<file path="config.mk">
export PLATFORM = sky130hd
export DESIGN_NAME = demux4_buf
export DESIGN_NICKNAME = d
export VERILOG_FILES = /design/src/rtl/demux4_buf_pkg.sv /design/src/rtl/demux_fifo.sv /design/src/rtl/demux4_buf.sv
export SDC_FILE = /design/constraint.sdc
export NUM_CORES = 1
export LEC_CHECK = 0
export CAP_MARGIN = 40
export CELL_PAD_IN_SITES_DETAIL_PLACEMENT = 0
export CELL_PAD_IN_SITES_GLOBAL_PLACEMENT = 1
export CORE_MARGIN = 2
export CORE_UTILIZATION = 30
export CTS_CLUSTER_DIAMETER = 50
export DETAILED_ROUTE_END_ITERATION = 10
export HOLD_SLACK_MARGIN = 0.05
export PLACE_DENSITY_LB_ADDON = 0.2
export SLEW_MARGIN = 20
export SYNTH_ARGS = -nofsm -noshare
export SYNTH_HDL_FRONTEND = slang
export SYNTH_SLANG_ARGS = --single-unit
export TNS_END_PERCENT = 100
</file>
<file path="constraint.sdc">
create_clock -name clk -period 4 [get_ports clk]
set_clock_uncertainty 0.2 [all_clocks]
set_input_delay 0.6 -clock clk [delete_from_list [all_inputs] [get_ports clk]]
set_output_delay 0.6 -clock clk [all_outputs]
set_load 0.02 [all_outputs]
</file>
<file path="src/rtl/demux4_buf_pkg.sv">
// demux4_buf shared definitions:
// destination count, select width, destination names.
package demux4_buf_pkg;

    localparam int NUM_DEST = 4;
    localparam int SEL_W    = 2;

    typedef enum logic [SEL_W-1:0] {
        DEST0 = 2'd0,
        DEST1 = 2'd1,
        DEST2 = 2'd2,
        DEST3 = 2'd3
    } dest_e;

endpackage

</file>
<file path="src/rtl/demux_fifo.sv">
// demux_fifo: per-destination first-word
// fall-through queue with occupancy count.
module demux_fifo
    import demux4_buf_pkg::*;
#(
    parameter int WIDTH = 32,
    parameter int DEPTH = 2
) (
    input  logic                       clk,
    input  logic                       rstn,
    input  logic                       flush_i,
    input  logic                       push_i,
    input  logic                       pop_i,
    input  logic [WIDTH-1:0]           data_i,
    output logic                       full_o,
    output logic                       empty_o,
    output logic [$clog2(DEPTH):0]     occ_o,
    output logic [WIDTH-1:0]           head_o
);

    localparam int PTR_W = $clog2(DEPTH);
    localparam int OCC_W = PTR_W + 1;

    logic [WIDTH-1:0] mem_q [DEPTH];
    logic [PTR_W-1:0] wptr_q, wptr_d;
    logic [PTR_W-1:0] rptr_q, rptr_d;
    logic [OCC_W-1:0] occ_q, occ_d;
    logic             do_push, do_pop;

    assign full_o  = (occ_q == OCC_W'(DEPTH));
    assign empty_o = (occ_q == '0);

    // A full queue never takes a word, even if it pops this cycle.
    assign do_push = push_i & ~full_o & ~flush_i;
    assign do_pop  = pop_i & ~empty_o & ~flush_i;

    assign head_o = mem_q[rptr_q];
    assign occ_o  = occ_q;

    // Pointer and occupancy next state; flush clears everything.
    always_comb begin
        wptr_d = wptr_q;
        rptr_d = rptr_q;
        occ_d  = occ_q;
        if (flush_i) begin
            wptr_d = '0;
            rptr_d = '0;
            occ_d  = '0;
        end else begin
            if (do_push) wptr_d = wptr_q + PTR_W'(1);
            if (do_pop)  rptr_d = rptr_q + PTR_W'(1);
            unique case ({do_push, do_pop})
                2'b10:   occ_d = occ_q + OCC_W'(1);
                2'b01:   occ_d = occ_q - OCC_W'(1);
                default: occ_d = occ_q;
            endcase
        end
    end

    // State registers; reset also zeroes storage so heads read 0.
    always_ff @(posedge clk) begin
        if (!rstn) begin
            wptr_q <= '0;
            rptr_q <= '0;
            occ_q  <= '0;
            for (int k = 0; k < DEPTH; k++) mem_q[k] <= '0;
        end else begin
            wptr_q <= wptr_d;
            rptr_q <= rptr_d;
            occ_q  <= occ_d;
            if (do_push) mem_q[wptr_q] <= data_i;
        end
    end

endmodule

</file>
<file path="src/rtl/demux4_buf.sv">
// demux4_buf: 1-to-4 stream demux with a small
// FIFO per destination so one stall blocks no other.
module demux4_buf
    import demux4_buf_pkg::*;
#(
    parameter int WIDTH = 32,
    parameter int DEPTH = 2
) (
    input  logic                                  clk,
    input  logic                                  rstn,
    input  logic                                  flush,
    input  logic                                  in_valid,
    output logic                                  in_ready,
    input  logic [SEL_W-1:0]                      in_sel,
    input  logic [WIDTH-1:0]                      in_data,
    output logic [NUM_DEST-1:0]                   out_valid,
    input  logic [NUM_DEST-1:0]                   out_ready,
    output logic [WIDTH-1:0]                      d0_out,
    output logic [WIDTH-1:0]                      d1_out,
    output logic [WIDTH-1:0]                      d2_out,
    output logic [WIDTH-1:0]                      d3_out,
    output logic [NUM_DEST*($clog2(DEPTH)+1)-1:0] occ
);

    localparam int OCC_W = $clog2(DEPTH) + 1;

    dest_e               sel;
    logic                sel_full;
    logic                accept;
    logic [NUM_DEST-1:0] full_w;
    logic [NUM_DEST-1:0] empty_w;
    logic [NUM_DEST-1:0] push_w;
    logic [WIDTH-1:0]    head_w [NUM_DEST];

    assign sel = dest_e'(in_sel);

    // Full flag of the selected destination; never looks at out_ready.
    always_comb begin
        sel_full = 1'b0;
        unique case (sel)
            DEST0: sel_full = full_w[0];
            DEST1: sel_full = full_w[1];
            DEST2: sel_full = full_w[2];
            DEST3: sel_full = full_w[3];
            default: sel_full = 1'b1;
        endcase
    end

    assign in_ready = ~sel_full & ~flush & rstn;
    assign accept   = in_valid & in_ready;

    for (genvar i = 0; i < NUM_DEST; i++) begin : g_dest
        assign push_w[i] = accept & (in_sel == SEL_W'(i));

        demux_fifo #(
            .WIDTH (WIDTH),
            .DEPTH (DEPTH)
        ) u_fifo (
            .clk     (clk),
            .rstn    (rstn),
            .flush_i (flush),
            .push_i  (push_w[i]),
            .pop_i   (out_ready[i]),
            .data_i  (in_data),
            .full_o  (full_w[i]),
            .empty_o (empty_w[i]),
            .occ_o   (occ[i*OCC_W +: OCC_W]),
            .head_o  (head_w[i])
        );
    end

    assign out_valid = ~empty_w;
    assign d0_out    = head_w[0];
    assign d1_out    = head_w[1];
    assign d2_out    = head_w[2];
    assign d3_out    = head_w[3];

endmodule
</file>
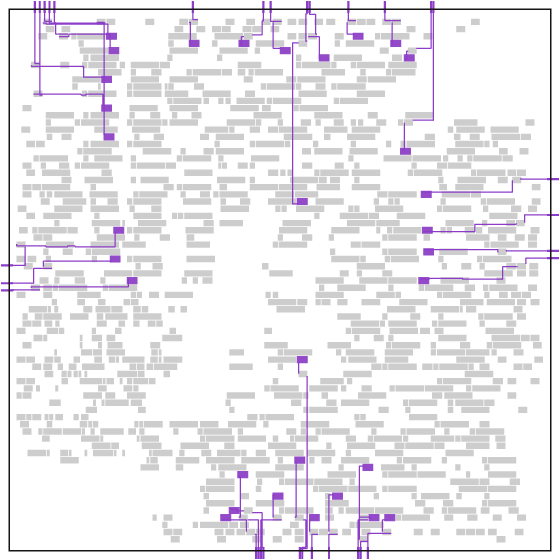
**Above:** run 1 (port wiring).
- purple: d3_out (bits 32; direction output; edge 14 top, 11 bottom, 4 right, 3 left; end cells 32; wire 1210 um)

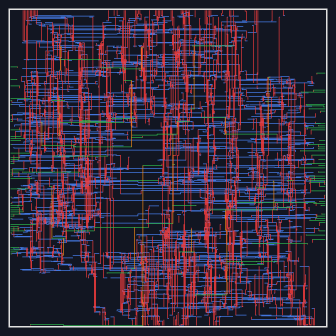
**Above:** run 1 (signal wires by layer).
- red: M2 (wire length 14800 um)
- green: M3 (wire length 1370 um)
- orange: M4 (wire length 528 um)
- blue: M1 (wire length 14600 um)

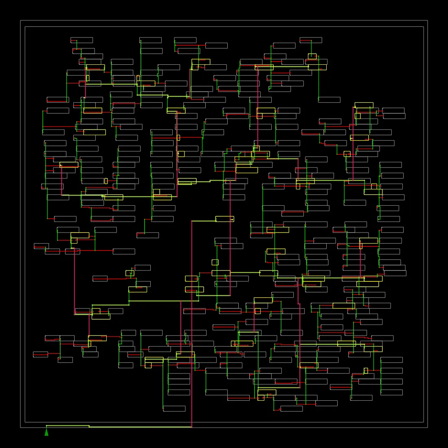
**Above:** run 1 (clock wiring as the flow saved it).
clock latency reported for the late side of the worst-skew pair: 0.50 ns
Inserted Clock Buffers: 38

==> notes.md, run 1 <==
Flow results are below.

- The worst hold path begins at g_dest[1].u_fifo.rptr_q.
- The number of max-capacitance violations reported is 0, for reference.
- The die is slightly above 200 um tall.
- The post-route report lists met1 wire length as approximately 15000 um.
- The reported combinational group power is between 0.4 and 0.5 mW, for reference.
- STA lists the maximum fanout along the critical path as 9.
- The hold buffer count at CTS is 0, for reference.
- The cell-internal power is ~5.6 mW, for reference.
- The setup fix buffers added after clock tree synthesis is 0, for reference.
- Ranked by instance count, the synthesized netlist is headed by and2_1, edfxtp_1, mux2_2.
- The cell depth of the worst min-delay path is 2, for reference.
- The worst setup path is captured at an output port.
- The area fraction in mux cells is about an eighth, for reference.
- The cell depth of the worst flop-to-flop path is 4, for reference.
- The region available for standard cell placement spans 0.0397 sq mm.
- Of the total power, the share spent switching nets is between 20 and 25%.
- The largest net degree at the start of global routing is 34, for reference.
- The routed design shows a via density per instance of roughly 4.4.
- Yosys stat counts between 800 and 900 cells in the synthesized netlist.
- The power group with the highest consumption is the clock network, for reference.
- The parity-gate share of the synthesized area counting xor and xnor cells is less than 1%, for reference.
- The net count of the finished layout is between 1000 and 1500.
- The top layer used by detailed routing is met4, for reference.
- Endpoints with negative setup slack in the final report add up to 0.
- The remaining routing DRC violations is 0, for reference.
- The internal reg-to-reg setup slack is between 1.5 and 2 ns, for reference.
- The max-slew violation count is 0, for reference.
- In the placement report, post-DP HPWL is listed as 20300 um.
- The capture point of the critical path was reported as in_ready.
- Yosys shows that the main logic family after synthesis is simple AND/OR/NAND/NOR gates.
- Per the timing report, the achievable frequency comes out to between 300 and 400 MHz.
- On the worst setup and hold paths after CTS, the clock-pin slew comes to 0.06 ns.
- TritonCTS built the clock tree.
- Adding up every negative setup slack in the final design gives 0 ns.
- The total cell area at the placement stage is 0.0146 sq mm, for reference.
- The worst-case clock buffer depth is 3, for reference.
- The top flip-flop cell by instance count after synthesis is edfxtp_1, for reference.
- The slew check shows that the tightest pin keeps a relative margin of between 50% and 60%.
- The adder-cell share of the synthesized area is less than 1%, for reference.
- The startpoint kind of the worst setup timing path is an input pin, for reference.
- The transition time of the tightest slew-check pin is 0.668 ns, for reference.
- The number of global-route vias before repair is 7041, for reference.
- The area of the die is 0.0418 sq mm, for reference.
- The path class of the lowest-slack min-delay path is reg2reg, for reference.
- After routing the design area is about 0.016 sq mm.
- In this run the critical register-to-register path is captured at g_dest[0].u_fifo.mem_q[1][17].
- The yosys warning tally is 0, for reference.
- The leakage power in the latest report is 5.85 nW.
- Of the post-synthesis cell area, the dominant cell type holds between 60% and 70%.
- The number of DRC violations after detailed-routing iteration 0 is between 300 and 400, for reference.
- The first global-routing pass estimated between 40000 and 50000 um of wire.
- The compound-cell area share of the yosys netlist is less than 1%, for reference.
- The distinct cell type count after synthesis is 36, for reference.
- The number of enable-type register cells in the synthesized netlist is 256, for reference.
- The chip area line in the Yosys stat output reads about 0.012 sq mm.
- The layout summary lists the proportion of cells stronger than drive strength 1 as between 20% and 30%.
- The clock network consumes a total of between 3 and 4 mW.
- Setup repair after global routing left no endpoint under its margin.
- The switching power is 1.60 mW, for reference.
- The sequential-to-total area share from yosys stat is 67.1%, for reference.
- The critical path start-end classification is in2out, for reference.
- Compared with the post-synthesis result, the final layout area differs by 32.5%.
- The overall global routing resource usage is roughly 15%, for reference.
- The critical path data arrival time is ~2.5 ns, for reference.
- The final critical path takes up between 80 and 90% of the cycle.
- The run finished with clean final reports.
- The floorplan has ~73 rows.
- The number of antenna-violating nets in the routed design is 0, for reference.
- The smallest clock period supported by the final layout is computed as approximately 3.3 ns.
- Per the cell usage report, the commonest logic cells after layout are and2_1, edfxtp_1, clkdlybuf4s50_1, mux2_2, clkbuf_16.
- The tree is rooted in a clkbuf_16.
- The detailed router reports a met3 wire length of between 1000 and 1500 um.
- The number of fill cells in the layout is between 3000 and 4000, for reference.
- The number of antenna violations at the first check in global routing came to 1.
- The cell type with the largest total area is edfxtp_1, for reference.
- Summing the areas of all and, or, nand and nor instances in the mapped netlist gives between 10% and 20% of the synthesized area.
- The netlist area before placement is around 0.012 sq mm, for reference.
- The layer carrying the most global-route usage is met2, for reference.
- The global routing usage on met1 is 21.2%, for reference.
- The initial cell density of the core is between 30% and 40%, for reference.
- Of all flip-flops after synthesis, the portion carrying an async set or reset was 0%.
- In this run the horizontal extent of the chip is 204 um.
- The global route stage reports its total congestion overflow as 0.
- Ranked by total cell area, the synthesized netlist is headed by edfxtp_1, and2_1, mux2_2.
- The sequential logic power is between 3 and 4 mW, for reference.
- The cell count after synthesis is ~800, for reference.
- The number of storage elements in the synthesis netlist is between 200 and 300, for reference.
- Global routing consumed, on the met2 layer, around a quarter of the routing resources.
- The total length of routed wires is 31300 um, for reference.
- In this run, the clock network consumes 48.3% of the power.
- The end point of the most critical hold path is g_dest[1].u_fifo.rptr_q, for reference.
- The wire length per cell after detailed routing is approximately 20 um, for reference.
- The number of logged tool warnings is 26, for reference.
- During placement, the flow inserted port buffers numbering 182.
- The number of nets in the synthesized netlist is roughly 850.
- Combinational logic burns 6.4% of the power.
- In the final report, the number of hold violations comes to 0.
- The average instance in the mapped netlist occupies 15.0 sq um.
- The worst VDD IR drop from the latest analysis is about 0.28 mV.
- Per the summary, power density relative to cell area is 453 mW/mm^2.
- The launch instance of the worst register-to-register path is g_dest[0].u_fifo.occ_o[1], for reference.
- The routed design uses 14800 um of met2 wire.
- The sequential cell fraction of total power is 45.3%, for reference.
- The number of gates resized after CTS was 0.
- The timing startpoint of the critical path is flush, for reference.
- The total vias in the final route is slightly below 7000, for reference.
- Pin placement for this block handled 183 I/O pins.
- The final weighted congestion of routability-driven global placement is roughly 0.7, for reference.
- At the worst endpoint, the required time is about 3.2 ns.
- The detailed-router iteration count before antenna repair is 4, for reference.
- For this run, global-route usage on met3 was measured as 2.58%.
- Per the CTS log, the maximum H-tree level is 2.
- Counting every sink on the clock net gives roughly 280.
## run 1: layout make-up
| class | count | area (sq um) | share of cell area (%) |
|---|---|---|---|
| Antenna cell | 1 | 2.50 | 0.0157 |
| Clock buffer | 42 | 966 | 6.05 |
| Clock inverter | 28 | 362 | 2.27 |
| Inverter | 1 | 3.75 | 0.0235 |
| Multi-Input combinational cell | 480 | 3810 | 23.8 |
| Sequential cell | 276 | 8090 | 50.7 |
| Tap cell | 525 | 657 | 4.12 |
| Timing Repair Buffer | 207 | 2070 | 13.0 |
## run 1: worst max-delay path, cell delays in order
cell,delay (ns)
clkdlybuf4s50_1,0.56
nor2b_1,0.37
o311ai_0,0.21
a21oi_1,0.16
clkdlybuf4s50_1,0.63
## run 1: flip-flops by register name, indices dropped and copies added (netlist names), named ones only
| signal | count |
|---|---|
| g_dest.u_fifo.wptr_q | 4 |
| g_dest.u_fifo.rptr_q | 4 |
| g_dest.u_fifo.mem_q | 256 |
| g_dest.u_fifo.occ_o | 8 |
## run 1: stage by stage
stage / cells / hold slack (ns) / util (%) / total power [mW] / setup WS (ns)
after global placement: 1488 / 0.285 / 36.8 / 3.81 / 0.703
after floorplan: 801 / 0.254 / - / 3.53 / 0.0498
after CTS: 1559 / 0.311 / 40.2 / 7.33 / 0.583
final: 1560 / 0.307 / 40.2 / 7.23 / 0.671
after global routing: 1559 / 0.334 / 40.2 / 7.50 / 0.526
after detailed placement: 1489 / 0.294 / 36.8 / 3.81 / 0.695
## run 1: logic make-up (layout without fill, tap and decap cells)
logic type      count (synthesis)  in the layout
flops                         276            276
simple gates                  314            314
other cells                     0              1
xor+xnor                       12             12
buf+inv                        45            278
compound gates                 19             19
mux                           131            131
fa+ha+maj                       4              4
==> inputs of run 2 (changes only) <==
==> constraint.sdc (replaced) <==
create_clock -name clk -period 3.4 [get_ports clk]
set_clock_uncertainty 0.2 [all_clocks]
set_input_delay 0.51 -clock clk [delete_from_list [all_inputs] [get_ports clk]]
set_output_delay 0.51 -clock clk [all_outputs]
set_load 0.02 [all_outputs]
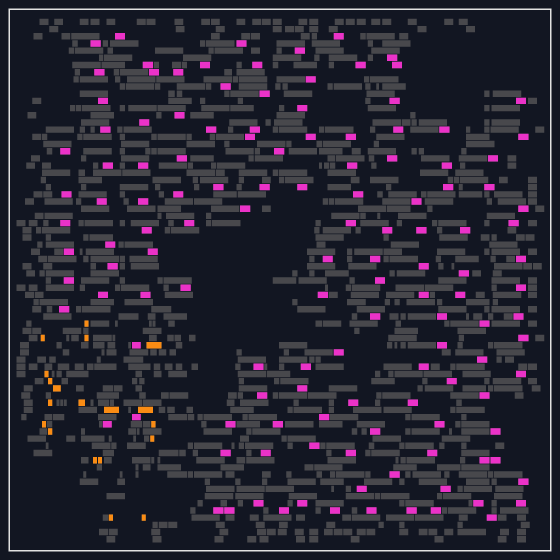
**Above:** run 2 (logic cells by family).
- orange: aoi and oai cells (cells 19; where bottom left)
- magenta: mux cells (cells 131; where spread over the die)

==> notes.md, run 2 <==
Flow results are below.

- The cell count after synthesis is around 800, for reference.
- The report lists the number of cells resized after CTS as 0.
- The number of logged tool warnings is 26, for reference.
- The number of storage elements in the synthesis netlist is around 280, for reference.
- Pin placement for this block handled about 180 I/O pins.
- The area fraction in mux cells is between 10 and 15%, for reference.
- Looking at the post-CTS report, the setup buffer insertion count equals 0.
- The total cells reported by yosys after synthesis is between 800 and 900, for reference.
- The peak clock frequency supported by timing is 323 MHz, for reference.
- For reference, the critical path cell chain is buf_12 -> mux2_2 -> clkdlybuf4s50_1.
- The top cell types in the final layout, fill and taps aside, are and2_1, edfxtp_1, clkdlybuf4s50_1, mux2_2, clkbuf_16.
- Of the synthesized area, sequential elements account for 67.1%.
- The floorplan step records an initial core utilization of approximately 30%.
- Setup repair after global routing left no endpoint under its margin.
- Per the synthesis report, the simple-gate share of the synthesized area is approximately 17%.
- The largest net degree at the start of global routing is 34, for reference.
- The number of global-route vias before repair is 7110.
- Hold-check failures listed in the final report amount to 0.
- The detailed router placed about 7000 vias in this run.
- The fraction of final layout cells with drive strength greater than 1 is 22.8%, for reference.
- The area of the synthesized netlist per yosys stat is between 0.01 and 0.015 sq mm, for reference.
- Clock tree synthesis found a total of 276 sinks.
- The startpoint kind of the worst setup timing path is a flop, for reference.
- Per the timing report, the biggest fanout along the worst path comes to 17.
- The worst slew slack as a fraction of its limit is 54.1%, for reference.
- The number of enable-type register cells in the synthesized netlist is ~260, for reference.
- The growth of design area from synthesis to finish is 31.0%, for reference.
- The run finished with clean final reports.
- The overall global routing resource usage is roughly 15%, for reference.
- The largest voltage drop on the vdd net is approximately 0.24 mV, for reference.
- The share of synthesized area in the top cell type comes to between 60 and 70%.
- STA classifies the critical path endpoint as an output port.
- The worst path setup slack after routing is around 0.31 ns, for reference.
- The number of vias per cell is around 4.5, for reference.
- The transition time of the tightest slew-check pin is slightly below 0.7 ns, for reference.
- Detailed-route iteration 0 reported a violation count of roughly 240.
- The final weighted congestion of routability-driven global placement is slightly above 0.7, for reference.
- The number of non-filler instances in the completed layout is approximately 1600, for reference.
- Counting pins that exceed their max-slew limit in the final report gives 0.
- The number of nets at the end of the flow is between 1000 and 1500, for reference.
- The number of antenna violations at the first check in global routing is 1.
- The chip occupies ~0.042 sq mm.
- The die boundary width is slightly above 200 um, for reference.
- The placeable core area is between 0.03 and 0.04 sq mm, for reference.
- The buffer cell driving the clock tree root is clkbuf_16, for reference.
- The number of nets handed over by synthesis was around 850.
- TritonRoute reported its final design rule violation total as 0.
- The post-CTS hold buffer count recorded in the log is 0.
- The placement report lists the number of port buffers as 182.
- At the placement stage, the worst setup path has a slack of around 0.37 ns.
- The compound-cell area share of the yosys netlist is 0.841%, for reference.
- g_dest.u_fifo.mem_q holds more flip-flops than any other register.
- After detailed placement, the total cell area comes to around 0.015 sq mm.
- The overall die height is approximately 200 um, for reference.
- The slowest stage cell on the critical path is dfxtp_2, for reference.
- The floorplan has 73 rows.
- The longest incremental delay of any stage on the critical path is reported as 0.69 ns.
- The number of max-capacitance violations reported is 0, for reference.
- A synthesized cell averages 15.0 sq um.
- The script extracted a total leakage power of 5.77 nW.
- The distinct cell type count after synthesis is 36, for reference.
- The flip-flop count of the largest register, all copies and words added is around 260, for reference.
- Per the synthesis report, the adder-cell share of the synthesized area is 0.415%.
- The netlist area before placement is between 0.01 and 0.015 sq mm, for reference.
- For the completed layout, the total cell area is recorded as approximately 0.016 sq mm.
- The design draws about 7.9 mW.
- TritonCTS built the clock tree.
- The clock latency at the later pin of the worst-skew pair is roughly 0.51 ns, for reference.
- The H-tree level count is 2, for reference.
- The worst-case clock buffer depth is 3, for reference.
- The cell type with the largest total area is edfxtp_1, for reference.
- The total half-perimeter wirelength after legalization and detailed placement is 19700 um, for reference.
- The total power per unit cell area is ~500 mW/mm^2, for reference.
- The remaining global-route overflow is 0, for reference.
- The wire length per cell after detailed routing is 20.0 um, for reference.
- The portion of the clock cycle consumed by the worst path in the final layout is between 90% and 100%, for reference.
- The number of placed instances, taps included, is 1492.
- The worst endpoint required time is about 2.7 ns, for reference.
- The most critical hold endpoint after final layout shows a slack of roughly 0.3 ns.
- Subtracting the final worst setup slack from the clock period gives 3.09 ns.
- The number of CTS-inserted buffers is 36, for reference.
- The critical path start-end classification is reg2out, for reference.
- By count the netlist is led by and2_1, edfxtp_1, mux2_2.
- The count of final setup violators is 0, for reference.
- Per the post-route antenna check, the number of violating nets is 0.
- The finished layout reports a core utilization of about two fifths.
- The wire length recorded after detailed routing is 31200 um.
- After synthesis, the share of flip-flops with an asynchronous set or reset is 0%.
- The aggregate negative setup slack is 0 ns, for reference.
- After synthesis, the cell types taking the most area are edfxtp_1, and2_1, mux2_2.
- The first detailed-routing pass took 6 iterations.
- The top flip-flop cell by instance count after synthesis is edfxtp_1, for reference.
- The parity-gate share of the synthesized area counting xor and xnor cells is less than 1%, for reference.
- Data arrives at the worst endpoint at 2.38 ns.
- The path class of the lowest-slack min-delay path is reg2reg, for reference.
- In the CTS report, the clock slew at the register clock pins of the worst setup and hold paths is listed as around 0.050 ns.
- The first global-routing pass estimated between 40000 and 50000 um of wire.
- Of the combinational cells, the family taking the most area is simple AND/OR/NAND/NOR gates.
- The synthesis log from Yosys contains 0 warnings.
run 2: logic make-up after synthesis:
group,Yosys count
and+or+nand+nor,314
DFF,276
muxes,131
buffers and inverters,45
AOI/OAI and AO/OA,19
xor gates and xnor gates,12
adders and majority gates,4
run 2: layout make-up:
type / count / area (sq um)
fill: 3772 / 23900
clock inverter: 23 / 153
antenna: 2 / 5.00
sequential: 276 / 8090
clock buffer: 43 / 948
timing repair buffer: 210 / 2120
tap: 525 / 657
inverter: 1 / 3.75
multi-input combinational: 480 / 3810
run 2: routing by layer:
layer	GRT usage (%)	up-vias	wire (um)
met5	0	-	0
met4	4.61	0	717
met3	2.97	46	1200
met2	24.6	145	14800
met1	20.6	3491	14500
li1	-	3274	-
run 2: path summary, 6_finish.rpt:
check | slack, ns | from | depth (start not counted) | endpoint
min reg2reg | 0.30 | g_dest[0].u_fifo.rptr_q | 2 | g_dest[0].u_fifo.rptr_q
max | 0.31 | flop | 3 | d3_out[2]
max reg2reg | 1.18 | g_dest[1].u_fifo.occ_o[0] | 5 | g_dest[1].u_fifo.occ_o[1]
min | 0.30 | g_dest[0].u_fifo.rptr_q | 2 | g_dest[0].u_fifo.rptr_q
run 2: worst max-delay path: cells and delay by family (launching register included):
kind / cells / cell delay (ns)
flip-flops: 1 / 0.69
buffers and inverters: 2 / 0.79
multiplexers: 1 / 0.39
run 2: power by group:
part,internal (mW),switching [mW],total [mW]
logic,0.239,0.314,0.553
registers,3.82,0.0280,3.85
clock network,2.08,1.42,3.49
No activity file was given, so power comes from the tool's default toggle rates.
